M2 wires:
(6 px per um) Cells faint in the background.
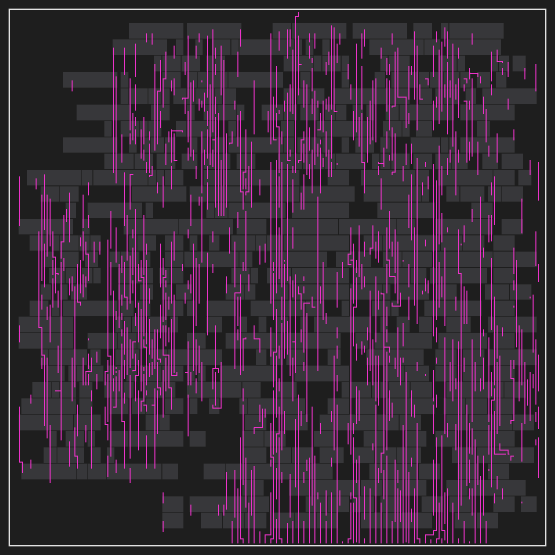
Routed metal per tile:
(4 px per um) The die is cut into 18 by 18 equal tiles; dark blue is low, red is high, scaled to the fullest tile. Values are wire area over tile area, all layers added.
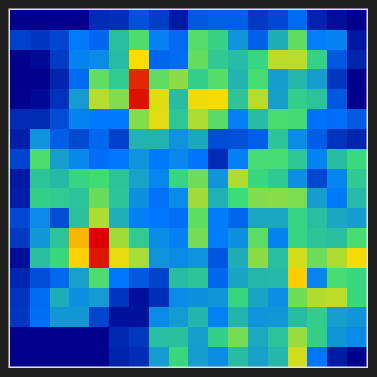
Signal wires on met3:
(6 px per um) Cells faint in the background.
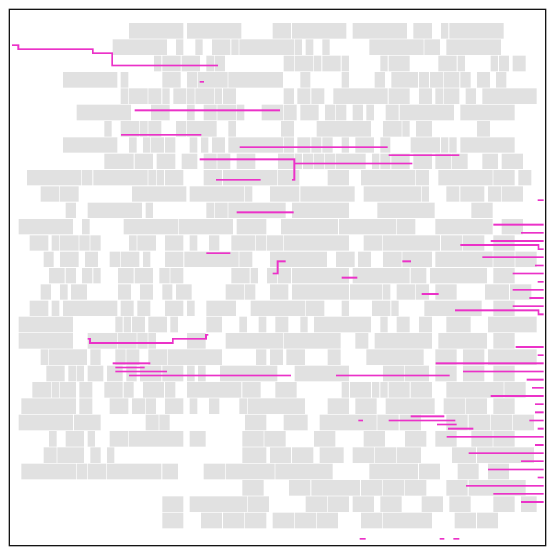
Congestion heat map:
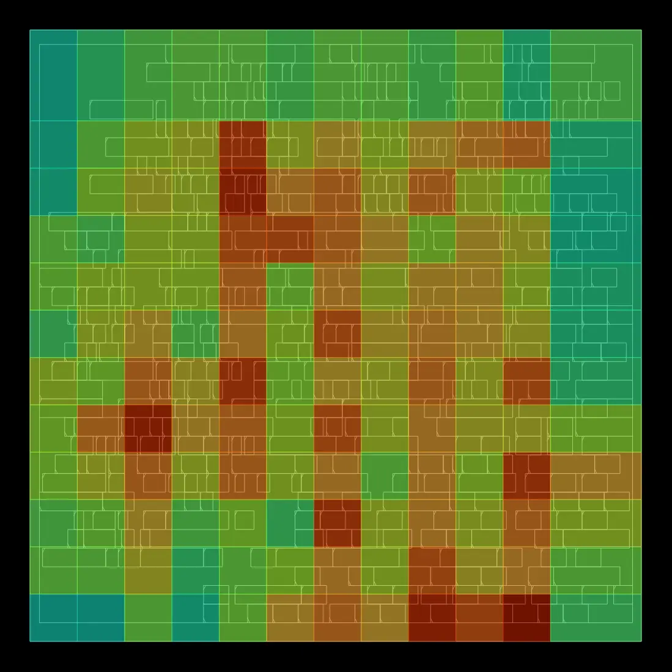
Ports around the boundary:
(6 px per um) Pins as bars across the die edge, other pins in grey.
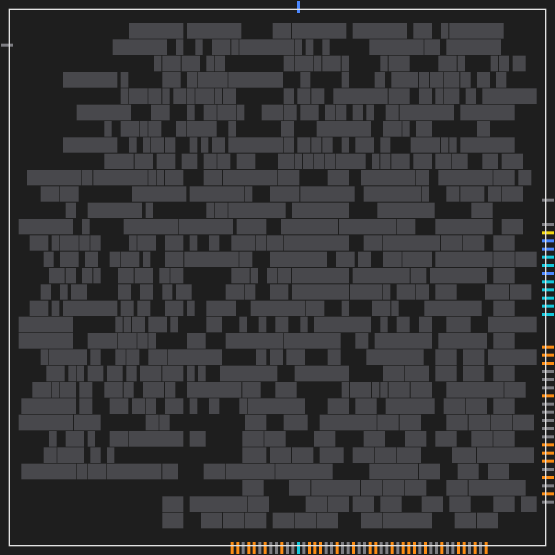
Design seg_display_arbiter, sky130hd; sources not shown.
==> results.cfg <==
; physical design summary
[outcome]
outcome = finished clean

[clock_network]
clock-root-buffer = clkbuf_8
hold_buffers = 0
cts_tree = yes
cts-buffers-inserted = 9
clk_latency_ns = 0.34
clock-sinks = 65
path_clk_slew_ns = 0.07
cts_resized = 0
clockBufferDepth = 2
cts_setup_buffers = 0

[power_and_ir_drop]
p_int_uw = 736
p_leak_nw = 1.91
p_sw_uw = 206
pwr-share-comb_pct = 10.4
power_switching_share_pct = 21.9
powerDensity_mw_per_mm2 = 191
p_clk_share_pct = 40.7
vdd_drop_max_mv = 0.148
seqPwrFrac_pct = 48.9

[setup_path]
critical_path_class = reg2out
slowest_stage = clkdlybuf4s50_1
worstPathArrival_ns = 2.11
worstPathRequired_ns = 4.89
path_cells = nor2b_1 -> buf_6 -> buf_8 -> clkdlybuf4s50_1
endpoint_kind = output port
crit_buf_inv = 3
cpPeakStageDelay_ns = 0.82
worstRegToRegCells = 9
worst-path-stages = 4
crit_path_max_fanout = 10
crit_family = buffers and inverters
cp-start-kind = flop
r2r_slack_ns = 3.37

[logic_synthesis]
logic_family = simple AND/OR/NAND/NOR gates
xor_share_pct = 8.53
async_reset_ff_share_pct = 100
postSynthCellCount = 356
synth_simple_gate_area_share_pct = 20.9
ys_sh_mux_pct = 13.2
synth_area_mm2 = 0.00380
yosysSeqAreaShare_pct = 43.5
synthAoiAreaFrac_pct = 8.30
ys_ff = 65
synth_warnings = 0
synthesis.nets = 426
edf_count = 0
fa_ha_area_share_pct = 0.659
yosys_cells = 356
avgSynthCellArea_um2 = 10.7

[timing]
rsz0062_at_grt = no
fin_setup_tns_ns = 0
period_used_pct = 51.7
clock_skew_ns = 0.0109
worstMarginPinSlew_ns = 0.818
report.final.slew_viol_count = 0
setup_viol = 0
hold_viol_final = 0
timing.final.crit_period_ns = 2.97
relSlewSlack_pct = 45.4

[routing]
drt_iter0_drc = 116
vias_per_cell = 5.60
first_pass_iters = 4
drc_errors = 0
antenna_left = 0

[final_layout]
final_common_cell = clkdlybuf4s50_1
final_cell_mix = clkdlybuf4s50_1, dfrtp_1, nor2_1, xnor2_1
fillers = 589
final_nets = 518
drive_gt1_share_pct = 16.8
area_growth_pct = 29.7
n_antenna_cell = 0
largest_reg_flops = 25

[worst_hold_path]
hp-class = reg2reg
whs_path_depth = 1

[placed_design]
detailed_place_hpwl_um = 6570

[die]
die_area_mm2 = 0.00795
fp_util_pct = 52.1
rows = 31
core_mm2 = 0.00729
io_pins = 82

[grt]
grt_antenna_before_repair = 0
grt_pass1_vias = 2983
overflow = 0
grt_pass1_wl_um = 14300

[flow_run]
tool_warnings = 26
cap_violations = 0
Notes on 'M2 wires' above:
nets with wire on the layer	439
longest straight run	38.6 um
share of all routed wire	48%
main direction	vertical
wire length on this layer	4300 um
vias: 3089
WL final: 8930 um
met2 Use GR: 39.4%

Notes on 'routed metal per tile' above:
tiles over half the peak	20%
mean over tiles	0.18
emptiest ninth of the die	north-west
Avg WL per Cell: 16.2 um
GRT Overall Usage: 24.1%

Notes on 'signal wires on met3' above:
wire length on this layer	489 um
longest straight run	26.7 um
GRT met3 Usage: 6.74%

Notes on 'congestion heat map' above:
met1 Resource Use GR: 31.1%
Util after Layout: 67.6%
gr busiest metal: met2

Notes on 'ports around the boundary' above:
port	colour	pins	direction	edge
seg	cyan	8	output	7 east, 1 south
an	blue	4	output	3 east, 1 north
digs_0	orange	32	input	23 south, 9 east
grant_0	yellow	1	output	east
all pins by edge	47 south, 33 east, 1 north, 1 west
die height: 89.2 um
IO Port Bufs: 81
chip width: 89.2 um

-- final cells by class --
cell class                      instances  area, um2  area share, %
Clock buffer                           11        141           2.87
Inverter                               14       52.6           1.07
Timing Repair Buffer                   81        808           16.4
Clock inverter                          5       55.1           1.12
Sequential cell                        65       1650           33.5
Multi-Input combinational cell        254       1960           39.8
Tap cell                               99        124           2.51
Buffer                                 23        135           2.74
-- worst register-to-register path, cell delays in order (launching register included) --
cell and delay, ns:
dfrtp_1 0.43, ha_1 0.16, buf_2 0.18, and3_1 0.16
buf_2 0.14, nand2_1 0.09, o41ai_1 0.39, o211ai_1 0.19
buf_2 0.23, o311ai_1 0.32
-- cell families after synthesis --
| group | after synthesis |
|---|---|
| simple gates | 145 |
| mux | 26 |
| compound gates | 44 |
| fa+ha+maj | 2 |
| flops | 65 |
| buf+inv | 37 |
| xor+xnor | 37 |
-- power groups by stage --
stage / Clock, mW / Combinational, mW / Sequential [mW]
floorplan: 0 / 0.0381 / 0.468
global placement: 0 / 0.0975 / 0.469
detailed placement: 0 / 0.0990 / 0.469
CTS: 0.392 / 0.0994 / 0.461
global route: 0.410 / 0.106 / 0.461
finish: 0.384 / 0.0978 / 0.461
-- Yosys cell counts, types with 2 or more instances --
master	instances	area share, %
nor4b_1	3	0.69
or3_1	3	0.49
clkbuf_1	5	0.49
inv_1	14	1.4
o21ai_0	4	0.53
nor4_1	10	1.6
buf_2	11	1.4
dfstp_2	20	14
o31ai_1	6	1.2
and2_1	2	0.33
mux2_2	8	2.4
nor3_1	12	1.6
nor2_1	37	3.7
nor4bb_1	3	0.79
mux2i_1	2	0.53
o311ai_1	9	2.1
xnor2_1	28	6.5
a21oi_2	2	0.46
xor2_1	9	2.1
ha_1	2	0.66
buf_4	2	0.40
mux4_1	8	5.5
and3_1	11	1.8
o22ai_1	9	1.5
a21boi_0	2	0.40
nand2_1	20	2.0
mux4_2	8	4.7
dfrtp_1	45	30
buf_6	2	0.59
nand4_1	6	0.99
or4_1	3	0.59
nor2b_1	5	0.82
and4_1	4	0.92
nand3_1	16	2.1
a21oi_1	5	0.66
-- layer usage --
metal | vias to the layer above | share of wire, %
met5 | - | 0
met4 | 0 | 1.5
met3 | 17 | 5.5
met2 | 77 | 48
met1 | 1505 | 45
li1 | 1490 | -
-- metrics by stage --
step	power [mW]	hold slack [ns]	setup WS, ns	area, um2	std cells
after floorplan	0.507	0.503	3.64	3800	356
after global placement	0.566	0.524	1.71	4730	536
after detailed placement	0.568	0.535	3.13	4730	536
after CTS	0.952	0.542	2.74	4930	552
after global routing	0.976	0.557	2.67	4930	552
final	0.942	0.540	2.78	4930	552
No activity file was given, so power comes from the tool's default toggle rates.
